[config.mk]
export PLATFORM = sky130hd
export DESIGN_NAME = fetch_unit
export DESIGN_NICKNAME = d
export VERILOG_FILES = /design/src/rtl/fetch_unit_pkg.sv /design/src/rtl/fetch_unit.sv
export SDC_FILE = /design/constraint.sdc
export NUM_CORES = 1
export LEC_CHECK = 0
export CAP_MARGIN = 5
export CORE_MARGIN = 5
export CORE_UTILIZATION = 42
export DETAILED_ROUTE_END_ITERATION = 8
export GPL_TIMING_DRIVEN = 0
export PLACE_DENSITY = 0.91
export SYNTH_ARGS = -nofsm -noshare
export SYNTH_HDL_FRONTEND = slang
export SYNTH_SLANG_ARGS = --single-unit
[constraint.sdc]
create_clock -name clk -period 2.9 [get_ports clk]
set_input_delay 0.58 -clock clk [delete_from_list [all_inputs] [get_ports clk]]
set_output_delay 0.58 -clock clk [all_outputs]
set_load 0.01 [all_outputs]
[src/rtl/fetch_unit_pkg.sv]
`default_nettype none
// ============================================================================
// Module      : fetch_unit_pkg
// Description : Shared pipeline definitions for the instruction-fetch stage:
//               fetch FSM state encoding, NOP instruction and reset PC.
// Revision    : 1.0 - initial release
// ============================================================================
package fetch_unit_pkg;

    // addi x0, x0, 0 - driven whenever no real instruction is held
    localparam logic [31:0] NOP_INSTR_DEFAULT = 32'h0000_0013;

    // Architectural PC after reset
    localparam logic [31:0] RESET_PC_DEFAULT  = 32'h0000_0000;

    // Fetch FSM states
    typedef enum logic [2:0] {
        ST_IDLE  = 3'd0,   // out of reset, no request yet
        ST_REQ   = 3'd1,   // request presented to instruction memory
        ST_WAIT  = 3'd2,   // request accepted, waiting for its response
        ST_DRAIN = 3'd3,   // accepted request went stale, swallow its response
        ST_HOLD  = 3'd4    // valid instruction held for the decode stage
    } fetch_state_t;

endpackage : fetch_unit_pkg
`default_nettype wire

[src/rtl/fetch_unit.sv]
`default_nettype none
// ============================================================================
// Module      : fetch_unit
// Description : Instruction-fetch stage. Owns the PC, issues one outstanding
//               fetch at a time over a valid/ready request channel and a
//               valid-only response channel, honours StallF and Execute
//               redirects, and presents InstrF/PCF/PCPlus4F to IF/ID.
// Revision    : 1.0 - initial release
// ============================================================================
module fetch_unit
    import fetch_unit_pkg::*;
#(
    parameter logic [31:0] RESET_PC  = RESET_PC_DEFAULT,
    parameter logic [31:0] NOP_INSTR = NOP_INSTR_DEFAULT
) (
    input  logic        clk,
    input  logic        reset,
    input  logic        StallF,
    input  logic        PCSrcE,
    input  logic [31:0] PCTargetE,
    output logic        imem_req_valid,
    input  logic        imem_req_ready,
    output logic [31:0] imem_req_addr,
    input  logic        imem_rsp_valid,
    input  logic [31:0] imem_rsp_data,
    output logic [31:0] InstrF,
    output logic [31:0] PCF,
    output logic [31:0] PCPlus4F,
    output logic        FetchValidF,
    output logic        FetchBusyF
);

    fetch_state_t r_state;
    logic [31:0]  r_pc;
    logic [31:0]  r_instr;

    logic [31:0]  w_redirect_pc;
    logic [31:0]  w_pc_plus4;

    // Redirect targets are forced onto a word boundary
    assign w_redirect_pc = PCTargetE & 32'hFFFF_FFFC;
    // Sequential next PC; wraps naturally at 2^32
    assign w_pc_plus4    = r_pc + 32'd4;

    // Fetch FSM, PC and instruction buffer; redirect has priority over StallF
    always_ff @(posedge clk or posedge reset) begin
        if (reset) begin
            r_state <= ST_IDLE;
            r_pc    <= RESET_PC;
            r_instr <= NOP_INSTR;
        end else begin
            case (r_state)
                ST_IDLE: begin
                    if (PCSrcE) begin
                        r_pc <= w_redirect_pc;
                    end
                    r_state <= ST_REQ;
                end
                ST_REQ: begin
                    if (PCSrcE) begin
                        // An accepted request now targets the wrong PC
                        r_pc <= w_redirect_pc;
                        if (imem_req_ready) begin
                            r_state <= ST_DRAIN;
                        end
                    end else if (imem_req_ready) begin
                        r_state <= ST_WAIT;
                    end
                end
                ST_WAIT: begin
                    if (PCSrcE) begin
                        r_pc    <= w_redirect_pc;
                        // If the response is here it is dropped now, otherwise drain it
                        r_state <= imem_rsp_valid ? ST_REQ : ST_DRAIN;
                    end else if (imem_rsp_valid) begin
                        r_instr <= imem_rsp_data;
                        r_state <= ST_HOLD;
                    end
                end
                ST_DRAIN: begin
                    if (PCSrcE) begin
                        r_pc <= w_redirect_pc;
                    end
                    if (imem_rsp_valid) begin
                        r_state <= ST_REQ;
                    end
                end
                ST_HOLD: begin
                    if (PCSrcE) begin
                        r_pc    <= w_redirect_pc;
                        r_state <= ST_REQ;
                    end else if (!StallF) begin
                        r_pc    <= w_pc_plus4;
                        r_state <= ST_REQ;
                    end
                end
                default: begin
                    r_state <= ST_IDLE;
                end
            endcase
        end
    end

    assign imem_req_valid = (r_state == ST_REQ);
    assign imem_req_addr  = r_pc;
    assign FetchValidF    = (r_state == ST_HOLD);
    assign FetchBusyF     = ~FetchValidF;
    assign InstrF         = FetchValidF ? r_instr : NOP_INSTR;
    assign PCF            = r_pc;
    assign PCPlus4F       = w_pc_plus4;

endmodule : fetch_unit
`default_nettype wire
==> impl_metrics.tcl <==
# implementation run metrics
set metrics [dict create \
    status "completed" \
    top_layer "met4" \
    buf_share 0.3855 \
    lay_top_cells "clkdlybuf4s50_1 (173), buf_4 (90), dfrtp_1 (51)" \
    rsz0062_at_grt "yes" \
    leakage_uw 0.003039 \
    dp_cells 776 \
    cp_top_family "simple AND/OR/NAND/NOR gates" \
    place_ws_ps -602.2 \
    drt_iter0_markers 518 \
    syn_area_um2 4300 \
    io_buffer_count 191 \
    adder_share 0.002910 \
    synth_cell_types 55 \
    comb_power_share 0.375 \
    power.clock.fraction 0.229 \
    cp_num_buf_inv 2 \
    lay_top_count "clkdlybuf4s50_1" \
    buffers_excl_clock 311 \
    comb_area_frac 0.3308 \
    hold_path_startpoint "r_instr[13]" \
    internal_power_uw 2388 \
    yosysWarnings 0 \
    switchingPower_uw 1086 \
    cts_setup_buffers 22 \
    finalClockPeriodUsage 0.9935 \
    holdWs_ps 500.5 \
    vias_per_cell 5.687 \
    hp-class "flop to flop" \
    muxShareOfSynthArea 0.08641 \
    wl_per_cell_um 19.59 \
    clkSinkCount 65 \
    ctsHoldBuffers 0 \
    dr.pass1.iters 5 \
    nClkBuffers 10 \
    cp_max_fo 7 \
    power.share.switching 0.3126 \
    yosys-top-cells-count "dfrtp_1 (62), buf_4 (41), mux2_2 (33)" \
    skew_ps 13.31 \
    worst_slack_ps 18.71 \
    start_kind "flop" \
    drc_errors 0 \
    edf_count 0 \
    die_y_um 111.2 \
    io_pins 201 \
    nNonClkInverters 8 \
    final-clk-cell-share 0.02840 \
    grtUsageTotal 0.2470 \
    path_cells "and4_1 > clkbuf_4 > nand2_4 > or4_4 > xnor2_2 > dlygate4sd2_1" \
    nets 769 \
    postSynthSeqShare 0.3791 \
]
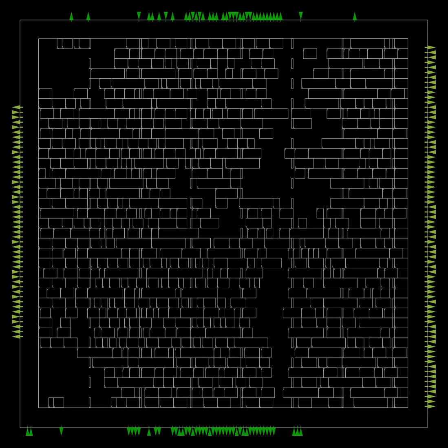
**Above:** cell outlines without signal wires.
num rows: 37
final non-filler cell total: 839
fraction of area in registers: 0.2276
seq_cells: 65

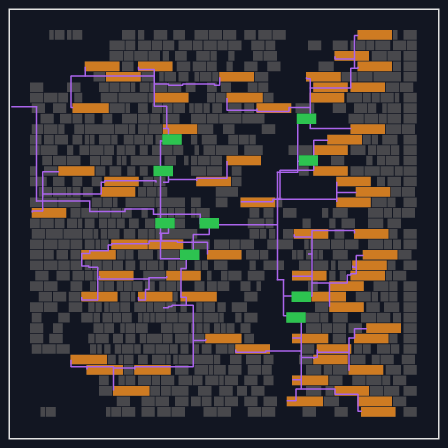
**Above:** clock network drawn from the DEF.
legend:
  purple:
    item: clock wires
    length: 878 um
  green:
    item: cells driving clock nets
    count: 9
  orange:
    item: flip-flops
    count: 65
flops lie: widely spread

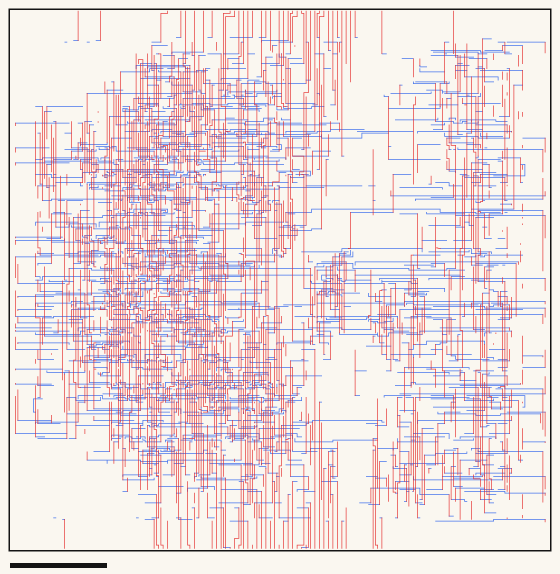
**Above:** signal wires by layer.
The bar under the picture is 20 um long. Two of the layers only.
legend:
  red:
    layer: met2
    wire_length: 7960 um
  blue:
    layer: met1
    wire_length: 6030 um

